===== src/rtl/fetch_pc_sequencer.sv =====
// Stage-1 fetch PC sequencer: owns the fetch PC, runs the one-outstanding imem handshake
// and fills the Stage-2 slot. Optional consumption counter enabled by FETCH_COUNT_EN.
module fetch_pc_sequencer #(
   parameter int               WIDTH        = 32,
   parameter logic [WIDTH-1:0] RESET_VECTOR = '0
) (
   input  logic             clk,
   input  logic             rst_n,
   input  logic             stall_i,
   input  logic             redirect_valid,
   input  logic [WIDTH-1:0] redirect_pc,
   output logic             imem_req,
   output logic [WIDTH-1:0] imem_addr,
   input  logic             imem_ack,
   output logic             if_valid,
   output logic [WIDTH-1:0] if_pc,
   output logic [WIDTH-1:0] if_pc_plus4,
   input  logic             if_ready
`ifdef FETCH_COUNT_EN
   ,
   output logic [31:0]      fetch_count
`endif
);

   typedef enum logic [1:0] {
      BOOT  = 2'd0,
      IDLE  = 2'd1,
      REQ   = 2'd2,
      DRAIN = 2'd3
   } state_t;

   state_t           state_q, state_d;
   logic [WIDTH-1:0] pc_q, pc_d;
   logic [WIDTH-1:0] stale_addr_q, stale_addr_d;
   logic             if_valid_q, if_valid_d;
   logic [WIDTH-1:0] if_pc_q, if_pc_d;
   logic [WIDTH-1:0] if_pc_plus4_q, if_pc_plus4_d;
   logic [WIDTH-1:0] pc_plus4;
   logic [WIDTH-1:0] redirect_target;

   assign pc_plus4        = pc_q + WIDTH'(4);
   assign redirect_target = redirect_pc & ~WIDTH'(3);

   always_comb begin
      state_d       = state_q;
      pc_d          = pc_q;
      stale_addr_d  = stale_addr_q;
      if_valid_d    = if_valid_q;
      if_pc_d       = if_pc_q;
      if_pc_plus4_d = if_pc_plus4_q;
      unique case (state_q)
         BOOT: state_d = IDLE;
         IDLE: begin
            if (redirect_valid) begin
               pc_d       = redirect_target;
               if_valid_d = 1'b0;
            end else begin
               if (if_valid_q && if_ready) if_valid_d = 1'b0;
               if (!stall_i && (!if_valid_q || if_ready)) begin
                  state_d    = REQ;
                  if_valid_d = 1'b0;
               end
            end
         end
         REQ: begin
            if (redirect_valid) begin
               pc_d       = redirect_target;
               if_valid_d = 1'b0;
               if (imem_ack) begin
                  state_d = IDLE;
               end else begin
                  // Memory still owns the old address: keep presenting it until ack.
                  state_d      = DRAIN;
                  stale_addr_d = pc_q;
               end
            end else if (imem_ack) begin
               if_valid_d    = 1'b1;
               if_pc_d       = pc_q;
               if_pc_plus4_d = pc_plus4;
               pc_d          = pc_plus4;
               state_d       = IDLE;
            end
         end
         DRAIN: begin
            if (redirect_valid) begin
               pc_d       = redirect_target;
               if_valid_d = 1'b0;
            end
            // An ack retires the stale request even when a new redirect lands with it.
            if (imem_ack) state_d = IDLE;
         end
         default: state_d = BOOT;
      endcase
   end

   always_ff @(posedge clk or negedge rst_n) begin
      if (!rst_n) begin
         state_q       <= BOOT;
         pc_q          <= RESET_VECTOR;
         stale_addr_q  <= RESET_VECTOR;
         if_valid_q    <= 1'b0;
         if_pc_q       <= '0;
         if_pc_plus4_q <= '0;
      end else begin
         state_q       <= state_d;
         pc_q          <= pc_d;
         stale_addr_q  <= stale_addr_d;
         if_valid_q    <= if_valid_d;
         if_pc_q       <= if_pc_d;
         if_pc_plus4_q <= if_pc_plus4_d;
      end
   end

   assign imem_req    = (state_q == REQ) || (state_q == DRAIN);
   assign imem_addr   = (state_q == DRAIN) ? stale_addr_q : pc_q;
   assign if_valid    = if_valid_q;
   assign if_pc       = if_pc_q;
   assign if_pc_plus4 = if_pc_plus4_q;

`ifdef FETCH_COUNT_EN
   logic        consume;
   logic [31:0] fetch_count_q, fetch_count_d;

   // A slot flushed by a redirect is not a consumption.
   assign consume       = (state_q == IDLE) && !redirect_valid && if_valid_q && if_ready;
   assign fetch_count_d = fetch_count_q + (consume ? 32'd1 : 32'd0);

   always_ff @(posedge clk or negedge rst_n) begin
      if (!rst_n) fetch_count_q <= '0;
      else        fetch_count_q <= fetch_count_d;
   end

   assign fetch_count = fetch_count_q;
`endif

endmodule

===== config.mk =====
export PLATFORM = sky130hd
export DESIGN_NAME = fetch_pc_sequencer
export DESIGN_NICKNAME = d
export VERILOG_FILES = /design/src/rtl/fetch_pc_sequencer.sv
export SDC_FILE = /design/constraint.sdc
export NUM_CORES = 1
export LEC_CHECK = 0
export ABC_CLOCK_PERIOD_IN_PS = 2000
export CORE_AREA = 3 3 122 124
export DETAILED_ROUTE_END_ITERATION = 6
export DIE_AREA = 0 0 125 127
export PLACE_DENSITY = 0.85
export SLEW_MARGIN = 10
export SYNTH_ARGS = -nofsm -noshare
export SYNTH_HDL_FRONTEND = slang
export SYNTH_SLANG_ARGS = --single-unit

===== constraint.sdc =====
create_clock -name clk -period 2 [get_ports clk]
set_clock_uncertainty 0.1 [all_clocks]
set_input_delay 0.4 -clock clk [delete_from_list [all_inputs] [get_ports clk]]
set_output_delay 0.4 -clock clk [all_outputs]
set_load 0.005 [all_outputs]

Run 1, the metal 2 layer:
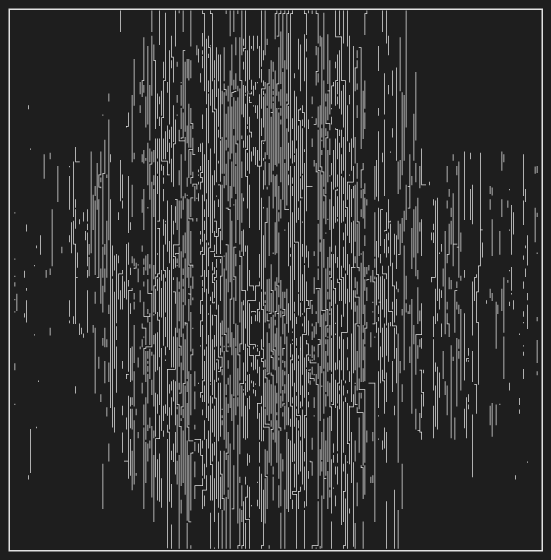
nets with wire on the layer = 769
share of all routed wire = 46%
final wirelength: 21.7 mm
via count: 6046
met2 Use GR: 0.413

Run 1, met1 routing:
Supply wires on this layer in gray.
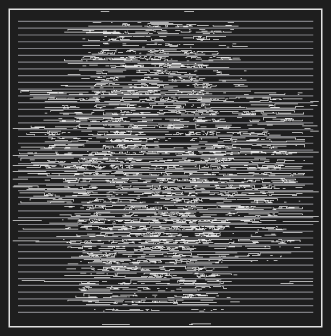
longest straight run = 34.0 µm
wire length on this layer = 8710 µm
met1 usage: 0.349

Run 1, met4 routing:
Scale bar: 50 µm. Supply wires on this layer in gray. Cells faint in the background.
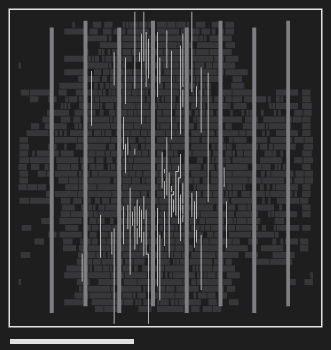
main direction = vertical
nets with wire on the layer = 56
longest straight run = 51.7 µm
wire length on this layer = 1080 µm
share of all routed wire = 5.0%

==> out/metrics.cfg, run 1 <==
[critical_path]
cp-end-kind=primary output
regToRegSetupSlack_ns=-0.04
cpLargestDelayFamily=buffers and inverters
reg2reg_depth=6
path_depth=5
startpoint=state_q[0]
crit_buf_inv=3
reg2reg_from=pc_q[2]
crit_chain=nand2_4 > buf_6 > buf_16 > mux2_4 > buf_6
cp_slowest_stage_delay_ns=0.41

[final_timing]
worst_hold_slack_ns=0.375
fin_ws_ns=-0.200
setup_viol=33
hold_viol_final=0
slew_viol_final=0

[clock_tree]
cts_buffer_depth=2
clock_latency_ns=0.42
root_buffer=clkbuf_16

[detailed_routing]
wl_per_cell_um=21.5
drc=0
vias_per_cell=5.97

[logic_synthesis]
synth-edff-count=0
ys_cells=632
syn_area_per_cell_um2=9.76
netlist_area_mm2=0.00617
area_leaders=dfrtp_1, mux2_2, nand2_1, o21ai_0, xnor2_1
ys_types=45

[flow_run]
warnings=31

[placed_design]
routabilityCongestion=0.900
io_buffers=127

[global_route]
antenna_found_initial=0
grt_pass1_wl_mm=33.2

[worst_hold_path]
min_to=if_pc_plus4[2]

[run_status]
status=complete, but fails checks
failed_checks=setup timing

[final_layout]
diodes=0
register_area_mm2=0.00308
comb_area_mm2=0.00312

[floorplanning]
die_area_mm2=0.0159
ios=136

run 1: layer usage:
| layer | part of all wire | wire [µm] | track usage | vias to the layer above |
|---|---|---|---|---|
| met5 | 0 | 0 | 0 | - |
| met4 | 0.050 | 1080 | 0.117 | 0 |
| met3 | 0.090 | 1950 | 0.0648 | 134 |
| met2 | 0.46 | 9970 | 0.413 | 445 |
| met1 | 0.40 | 8710 | 0.349 | 2906 |
| li1 | - | - | - | 2561 |
run 1: cells in the final DEF, fill, tap and decap left out, drive strengths merged, types with 5 or more instances in the layout:
| master | count |
|---|---|
| clkbuf | 21 |
| xor2 | 10 |
| and3 | 8 |
| xnor2 | 18 |
| nand4 | 11 |
| a311oi | 5 |
| conb | 6 |
| o21ai | 38 |
| buf | 134 |
| o21a | 8 |
| a21oi | 19 |
| o22ai | 11 |
| mux2 | 60 |
| nand3 | 11 |
| a31oi | 5 |
| nor3 | 15 |
| and4 | 6 |
| nor2 | 21 |
| inv | 6 |
| clkdlybuf4s50 | 95 |
| nor4 | 8 |
| dfrtp | 123 |
| nand2 | 139 |
| o22a | 10 |
run 1: through the flow:
step	util	instances	setup slack, ns	setup TNS (ns)
5_1_grt	0.675	1012	-0.229	-5.91
3_3_place_gp	0.584	957	-0.143	-5.04
2_1_floorplan	-	637	-0.0226	-0.0226
4_1_cts	0.661	1005	-0.170	-4.01
6_report	0.675	1012	-0.200	-4.58
3_5_place_dp	0.584	957	-0.205	-8.63
run 1: worst register-to-register path, cell delays in order (launching register included):
cell,delay [ns]
dfrtp_1,0.42
ha_4,0.16
and4_4,0.26
nand2_8,0.10
or4_4,0.60
a21oi_4,0.18
a2bb2oi_2,0.15
run 1: what timing repair did:
action                                  in CTS  in global routing
hold buffers                                 1                  0
hold endpoints to repair                    29                  0
gates resized                              209                 42
pin swaps                                    5                 13
buffers inserted                            12                 10
endpoints found under the setup margin      40                 61
gates cloned                                 4                  0
run 1: logic make-up (layout without fill, tap and decap cells):
group / count (synthesis) / after routing / share of synthesized area
and+or+nand+nor: 231 / 231 / 0.176
DFF: 123 / 123 / 0.499
AOI/OAI and AO/OA: 114 / 114 / 0.119
buffers and inverters: 74 / 269 / 0.0548
muxes: 60 / 60 / 0.110
xor gates and xnor gates: 28 / 28 / 0.0397
adders and majority gates: 1 / 1 / 0.00203
other: 1 / 6 / 0.000608
run 1: layout make-up:
cell class	instances	share of cell area
Tap cell	180	0.0240
Timing Repair Buffer	231	0.245
Clock inverter	11	0.0180
Sequential cell	123	0.329
Clock buffer	21	0.0481
Inverter	6	0.00240
Multi-Input combinational cell	440	0.333
run 1: where the power goes:
part	internal, µW	switching [µW]	total (µW)
Combinational	2250	1630	3880
Clock	2110	1120	3230
Sequential	3260	523	3780
run 1: state kept, by name (all words and copies together), names as in the netlist:
name and flops:
stale_addr_q 30, if_valid 1, if_pc 30, pc_q 30, if_pc_plus4 30, state_q 2
==> run 1 -> run 2 <==
--- a/config.mk
+++ b/config.mk
@@ -7,9 +7,10 @@
 export LEC_CHECK = 0
 export ABC_CLOCK_PERIOD_IN_PS = 2000
 export CORE_AREA = 3 3 122 124
+export CTS_BUF_LIST = sky130_fd_sc_hd__clkbuf_2
 export DETAILED_ROUTE_END_ITERATION = 6
 export DIE_AREA = 0 0 125 127
-export PLACE_DENSITY = 0.85
+export PLACE_DENSITY = 0.86
 export SLEW_MARGIN = 10
 export SYNTH_ARGS = -nofsm -noshare
 export SYNTH_HDL_FRONTEND = slang
Run 2, the metal 2 layer:
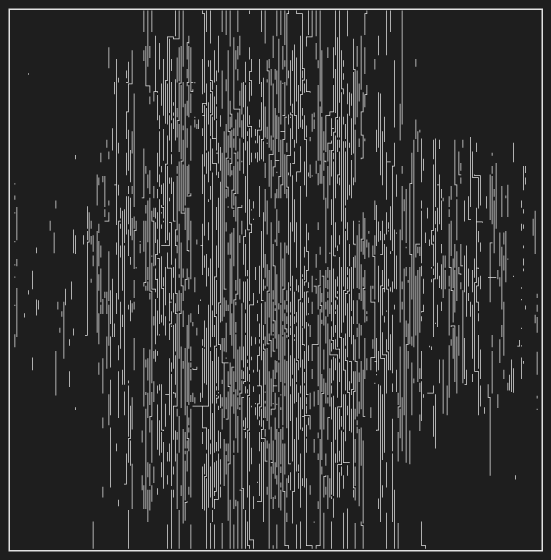
longest straight run = 48.6 µm
nets with wire on the layer = 776
final wirelength: 19.5 mm
met2 Use GR: 0.388
via count: 5771

==> out/metrics.cfg, run 2 <==
[placed_design]
io_buffers=127  ; unchanged
dp.cells=958  ; +0.10%

[critical_path]
startpoint=state_q[0]
reg2reg_depth=7  ; +1

[logic_synthesis]
netlist_area_mm2=0.00617  ; unchanged
syn_area_per_cell_um2=9.76  ; unchanged
area_leaders=dfrtp_1, mux2_2, nand2_1, o21ai_0, xnor2_1
synth-edff-count=0  ; unchanged
ys_types=45  ; unchanged

[detailed_routing]
wl_per_cell_um=18.9  ; -12%

[final_timing]
slew_viol_final=0  ; unchanged
setup_viol=35  ; +6.1%
fin_ws_ns=-0.501  ; -0.302 ns

[floorplanning]
ios=136  ; unchanged

[run_status]
status=complete, but fails checks
failed_checks=setup timing

[final_layout]
diodes=0  ; unchanged
register_area_mm2=0.00308  ; -0.12%

[clock_tree]
clock_latency_ns=0.65  ; +0.23 ns
root_buffer=clkbuf_2

[flow_run]
warnings=31  ; unchanged

==> run 2: cell counts after synthesis <==
Identical to the previous run, type by type.
==> run 2: kinds of logic (layout without fill, tap and decap cells) <==
kind of cell             count (synthesis)  in the layout  share of synthesized area
AND-OR/OR-AND                          114            114                      0.119
XOR/XNOR                                28             28                     0.0397
adder cells (fa/ha/maj)                  1              1                    0.00203
buffers and inverters                   74            289                     0.0548
flip-flops                             123            123                      0.499
multiplexers                            60             60                      0.110
other                                    1              6                   0.000608
AND/OR/NAND/NOR                        231            231                      0.176
==> run 2: repair_timing <==
action                                  CTS  global route
gates resized                           256            43
gates cloned                              4             0
endpoints found under the setup margin   97            58
setup buffers                            30            13
hold buffers                              1             0
pin swaps                                 1            14
hold endpoints to repair                 48             0
==> run 2: metal layers <==
layer | vias up | part of all wire | track usage | routed length [µm]
met4 | 0 | 0.027 | 0.0702 | 521
met2 | 296 | 0.48 | 0.388 | 9350
met1 | 2830 | 0.41 | 0.328 | 8070
met5 | - | 0 | 0 | 0
li1 | 2602 | - | - | -
met3 | 43 | 0.080 | 0.0648 | 1550
==> run 2: worst max-delay path, cell delays in order, from the launching register on <==
cell and delay (ns):
dfrtp_1 0.44, nand2_4 0.09, buf_4 0.15, buf_12 0.13
buf_6 0.11, mux2_4 0.31, buf_6 0.12
==> run 2: worst max path at each step <==
stage                             to  slack, ns  cells past startpoint
floorplan                   pc_q[23]      -0.02                      7
global placement     stale_addr_q[2]      -0.16                      5
detailed placement  stale_addr_q[28]      -0.23                      5
CTS                    imem_addr[21]      -0.52                      6
global route           imem_addr[22]      -0.61                      6
finish                 imem_addr[28]      -0.50                      6
==> run 2: final cells by class <==
| type | instances | area share |
|---|---|---|
| Sequential cell | 123 | 0.343 |
| Timing Repair Buffer | 253 | 0.264 |
| Clock inverter | 11 | 0.00906 |
| Inverter | 6 | 0.00251 |
| Multi-Input combinational cell | 440 | 0.346 |
| Clock buffer | 19 | 0.0106 |
| Tap cell | 180 | 0.0251 |
==> run 2: stage by stage <==
stage | setup TNS (ns) | total power (µW) | cell area [µm²]
after floorplan | -0.0226 | 5100 | 6200
after global placement | -4.85 | 6900 | 8100
after detailed placement | -7.46 | 7030 | 8100
after CTS | -13.61 | 8500 | 8740
after global routing | -16.94 | 9260 | 8980
final | -13.35 | 8710 | 8980
==> run 2: where the power goes <==
group / internal, µW / switching [µW]
sequential: 3240 / 453
combinational: 2090 / 1610
clock: 419 / 895
Power is estimated from default activity; no workload was simulated.
